Figure 1. Drive-strength map.
The bar under the picture is 20 um long.
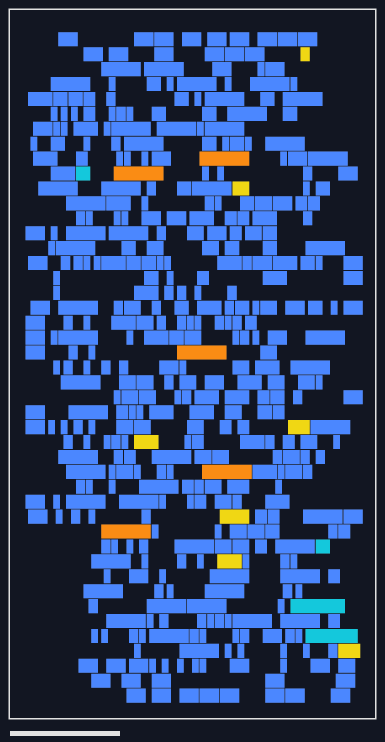
Figure 2. Clock distribution.
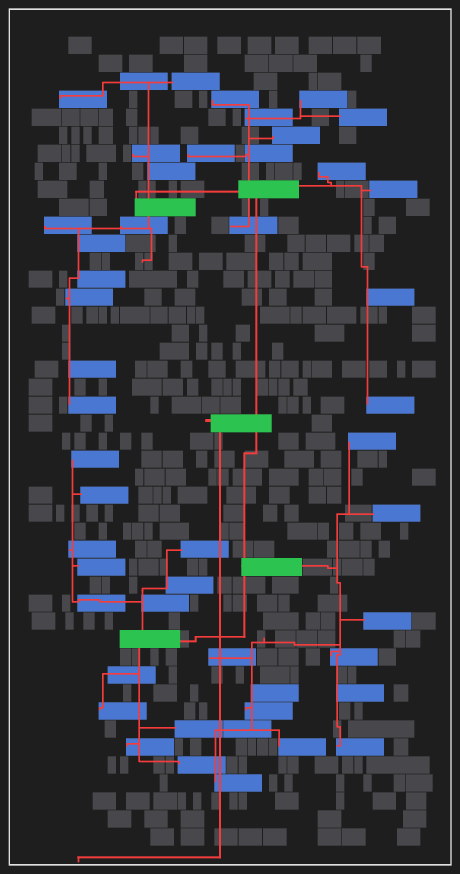
Figure 3. Signal wires on met4.
The bar under the picture is 20 um long.
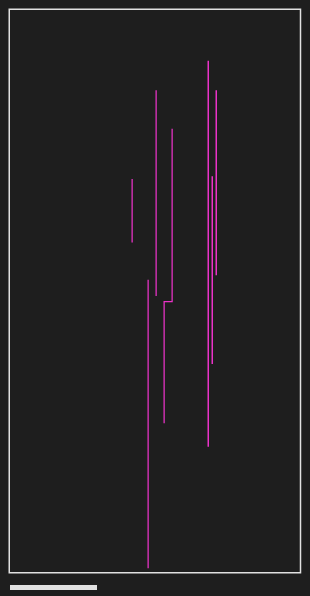
Figure 4. Ports around the boundary.
Pins as bars across the die edge, other pins in grey.
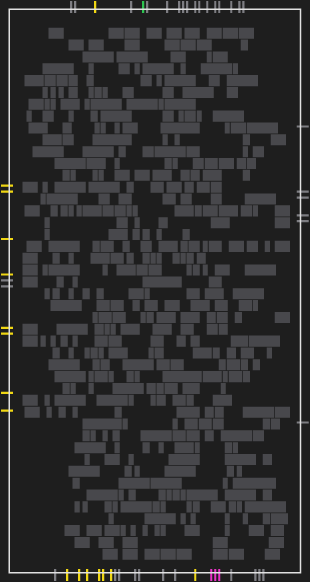
File: config.mk
export PLATFORM = sky130hd
export DESIGN_NAME = branch_eval
export DESIGN_NICKNAME = d
export VERILOG_FILES = /design/src/rtl/branch_eval.sv
export SDC_FILE = /design/constraint.sdc
export NUM_CORES = 1
export LEC_CHECK = 0
export CAP_MARGIN = 20
export CORE_ASPECT_RATIO = 2
export CORE_MARGIN = 2
export CORE_UTILIZATION = 39
export DETAILED_ROUTE_END_ITERATION = 12
export SKIP_LAST_GASP = 1
export SYNTH_ARGS = -nofsm -noshare
export SYNTH_HDL_FRONTEND = slang
export SYNTH_SLANG_ARGS = --single-unit
File: constraint.sdc
create_clock -name clk -period 6.1 [get_ports clk]
set_clock_uncertainty 0.05 [all_clocks]
set_input_delay 1.22 -clock clk [delete_from_list [all_inputs] [get_ports clk]]
set_output_delay 1.22 -clock clk [all_outputs]
set_load 0.03 [all_outputs]
File: src/rtl/branch_eval.sv
// branch_eval: evaluates SZCV branch conditions and produces the next PC for the 16-bit core.
// Define BRANCH_STATS_EN to add saturating taken/not-taken counters.
module branch_eval (
  input  logic        clk,
  input  logic        rst,
  input  logic [3:0]  szcv,
  input  logic        flag_ld,
  input  logic        req,
  input  logic [2:0]  cond,
  input  logic [7:0]  disp,
  input  logic [15:0] pc_in,
  output logic        busy,
  output logic        done,
  output logic        taken,
  output logic [15:0] target,
  output logic        bad_cond
`ifdef BRANCH_STATS_EN
  ,
  output logic [15:0] taken_cnt,
  output logic [15:0] nottaken_cnt
`endif
);

  typedef enum logic [1:0] {IDLE, HOLD, EVAL, RESP} state_t;

  state_t      state;
  logic [2:0]  cond_q;
  logic [7:0]  disp_q;
  logic [15:0] pc_q;

  logic        take;
  logic        reserved;
  logic [15:0] seq_pc;
  logic [15:0] br_pc;

  // Decision uses the live flag register, which is only consulted in EVAL.
  always_comb begin
    take     = 1'b0;
    reserved = 1'b0;
    case (cond_q)
      3'b000:  take = szcv[2];
      3'b001:  take = szcv[3] ^ szcv[0];
      3'b010:  take = szcv[2] | (szcv[3] ^ szcv[0]);
      3'b011:  take = ~szcv[2];
      3'b100:  take = 1'b1;
      3'b101:  take = szcv[1];
      3'b110:  take = ~szcv[1];
      default: reserved = 1'b1;
    endcase
    seq_pc = pc_q + 16'd1;
    br_pc  = seq_pc + {{8{disp_q[7]}}, disp_q};
  end

  always_ff @(posedge clk) begin
    if (rst) begin
      state    <= IDLE;
      cond_q   <= 3'b000;
      disp_q   <= 8'h00;
      pc_q     <= 16'h0000;
      busy     <= 1'b0;
      done     <= 1'b0;
      taken    <= 1'b0;
      target   <= 16'h0000;
      bad_cond <= 1'b0;
    end else begin
      case (state)
        IDLE: begin
          if (req) begin
            cond_q <= cond;
            disp_q <= disp;
            pc_q   <= pc_in;
            busy   <= 1'b1;
            state  <= flag_ld ? HOLD : EVAL;
          end
        end
        HOLD: begin
          if (!flag_ld) state <= EVAL;
        end
        EVAL: begin
          taken    <= take;
          target   <= take ? br_pc : seq_pc;
          bad_cond <= reserved;
          done     <= 1'b1;
          state    <= RESP;
        end
        RESP: begin
          done  <= 1'b0;
          busy  <= 1'b0;
          state <= IDLE;
        end
        default: state <= IDLE;
      endcase
    end
  end

`ifdef BRANCH_STATS_EN
  // Counters advance on the same edge that publishes the decision.
  always_ff @(posedge clk) begin
    if (rst) begin
      taken_cnt    <= 16'h0000;
      nottaken_cnt <= 16'h0000;
    end else if (state == EVAL) begin
      if (take) begin
        if (taken_cnt != 16'hFFFF) taken_cnt <= taken_cnt + 16'd1;
      end else begin
        if (nottaken_cnt != 16'hFFFF) nottaken_cnt <= nottaken_cnt + 16'd1;
      end
    end
  end
`endif

endmodule

==> results_dict.tcl <==
# place-and-route summary
set metrics [dict create \
    status "finished clean" \
    area_growth_pct 23.7 \
    synth-edff-count 0 \
    warning_count 33 \
    die_area_sq_um 8590 \
    worst_slew_pin_slew_ps 901 \
    syn-num-nets 435 \
    synthArstFlopShare_pct 0 \
    setup_viol 0 \
    fp_util_pct 40.1 \
    antenna_found_initial 0 \
    gr-max-usage-layer "met2" \
    layout.cells.non_filler 516 \
    cts_tree "yes" \
    grt_use_met3_pct 2.52 \
    clock.fmax_mhz 286 \
    gp_congestion 0.942 \
    grt_usage_pct 18.5 \
    post-place-cells 508 \
    synth_area_sq_um 3050 \
    routed_wl_mm 7.20 \
    grt.overflow.total 0 \
    flop_cell "dfxtp_1" \
    clkSlewWorstSetupHoldPaths_ps 60 \
    yosys-mux-area-fraction_pct 4.67 \
    ios 55 \
    synth-xor-area-share_pct 8.04 \
    crit_required_ps 6230 \
    layout_top_cell "nand2_1" \
    met2_usage_pct 35.6 \
    ys_sh_simple_pct 21.4 \
    core-area_sq_um 7600 \
    dp_hpwl_mm 5.72 \
    end_kind "flip-flop" \
    ys_sh_aoi_pct 20.0 \
    top_cell_area_share_pct 32.1 \
    cap_violations 0 \
    grt_first_pass_wirelength_mm 12.1 \
    ys_seq_share_pct 32.1 \
    slew_headroom_pct 40.0 \
    clk_latency_ps 290 \
    worstPathMaxFanout 5 \
    layout.area.comb_sq_um 1970 \
    finalHoldViolCount 0 \
    maxSlewViolCount 0 \
    pre_cts_ws_ps 2510 \
    yosys.cell_count.top_type "nand2_1" \
    fin_nets 481 \
    timing.final.crit_share_pct 57.3 \
    routedWlPerCell_um 14.0 \
    syn_area_per_cell_sq_um 8.14 \
    ctsHoldBuffers 0 \
    ys_cells 375 \
    ff_latch_area_sq_um 981 \
    arrival_ps 3630 \
    htreeDepth 2 \
    lay_top_cells "nand2_1 (73), clkdlybuf4s50_1 (53), dfxtp_1 (49), a21oi_1 (40), nor2_1 (33)" \
    drt_iter0_drc 95 \
    grt_max_degree 51 \
    setup_tns_ps 0 \
]
Notes on Figure 1 above:
blue -> _0 and _1 cells  # cells 406, share 96%, most used nand2_1
yellow -> _2 cells  # cells 7, share 1.7%, most used mux2_2
orange -> _6 and larger  # cells 5, share 1.2%, most used clkbuf_16
cyan -> _3 and _4 cells  # cells 4, share 0.95%, most used buf_4

Notes on Figure 2 above:
blue -> flip-flops  # count 49
red -> clock wires  # length 640 um
green -> clock drivers  # count 5
flops lie = spread over the die
routed clock nets = 6

Notes on Figure 3 above:
wire length on this layer = 370 um
main direction = vertical
longest straight run = 88.4 um
share of all routed wire = 5.1%
nets with wire on the layer = 7

Notes on Figure 4 above:
yellow -> pc_in  # pins 16, direction input, edge 8 left, 7 bottom, 1 top
green -> done  # pins 1, direction output, edge top
magenta -> cond  # pins 3, direction input, edge bottom
all pins by edge = 21 bottom, 18 top, 10 left, 6 right
IO Port Bufs: 54
height of the die: 129 um
Die W: 66.6 um

[per-stage QoR]
step / cell area [sq um] / hold slack, ps / total power, mW / utilization [%]
2_1_floorplan: 3050 / 391 / 0.991 / -
3_3_place_gp: 3640 / 406 / 1.20 / 47.9
3_5_place_dp: 3640 / 404 / 1.21 / 47.9
4_1_cts: 3780 / 414 / 1.48 / 49.7
5_1_grt: 3780 / 448 / 1.57 / 49.7
6_report: 3780 / 409 / 1.45 / 49.7
[where the power goes]
group / total [mW] / leakage, nW / internal, mW / switching [mW]
logic: 0.708 / 1.06 / 0.296 / 0.412
registers: 0.481 / 0.402 / 0.407 / 0.0740
clock network: 0.263 / 0.0652 / 0.153 / 0.110
total: 1.45 / 1.52 / 0.855 / 0.596
[final timing paths]
check                           depth (start not counted)    endpoint       from  slack [ps]
worst min register to register                          2   disp_q[0]  disp_q[0]         410
worst max-delay path                                   13  target[14]    pc_q[2]        2610
worst min-delay path                                    2   disp_q[0]  disp_q[0]         410
worst max register to register                         13  target[14]    pc_q[2]        2610
[layout make-up]
cell class              count  share of cell area (%)
multi-input cells         304                    52.2
flip-flops and latches     49                    26.0
repair buffers             56                    14.6
clock buffers               8                    3.61
well taps                  94                    3.11
inverters                   5                   0.497
[per-layer routing]
layer	vias up	routed length, um
met2	41	4210
li1	1400	-
met4	0	369
met5	-	0
met3	16	139
met1	1266	2490
[critical path, stage by stage, from the launching register on]
cell and delay [ps]:
dfxtp_1 410, nand3_1 200, nor2_1 230, nand3_1 140, nor2_1 130, xor2_1 360, ha_1 310, a21o_1 160
a31o_2 220, a21o_1 210, a221oi_1 320, nand2b_1 180, mux2_2 330, and3b_1 150
[state kept, by name, summed over array words and instances, names as in the netlist]
register / count
target: 16
pc_q: 16
disp_q: 8
done: 1
state: 2
bad_cond: 1
taken: 1
cond_q: 3
busy: 1
No activity file was given, so power comes from the tool's default toggle rates.
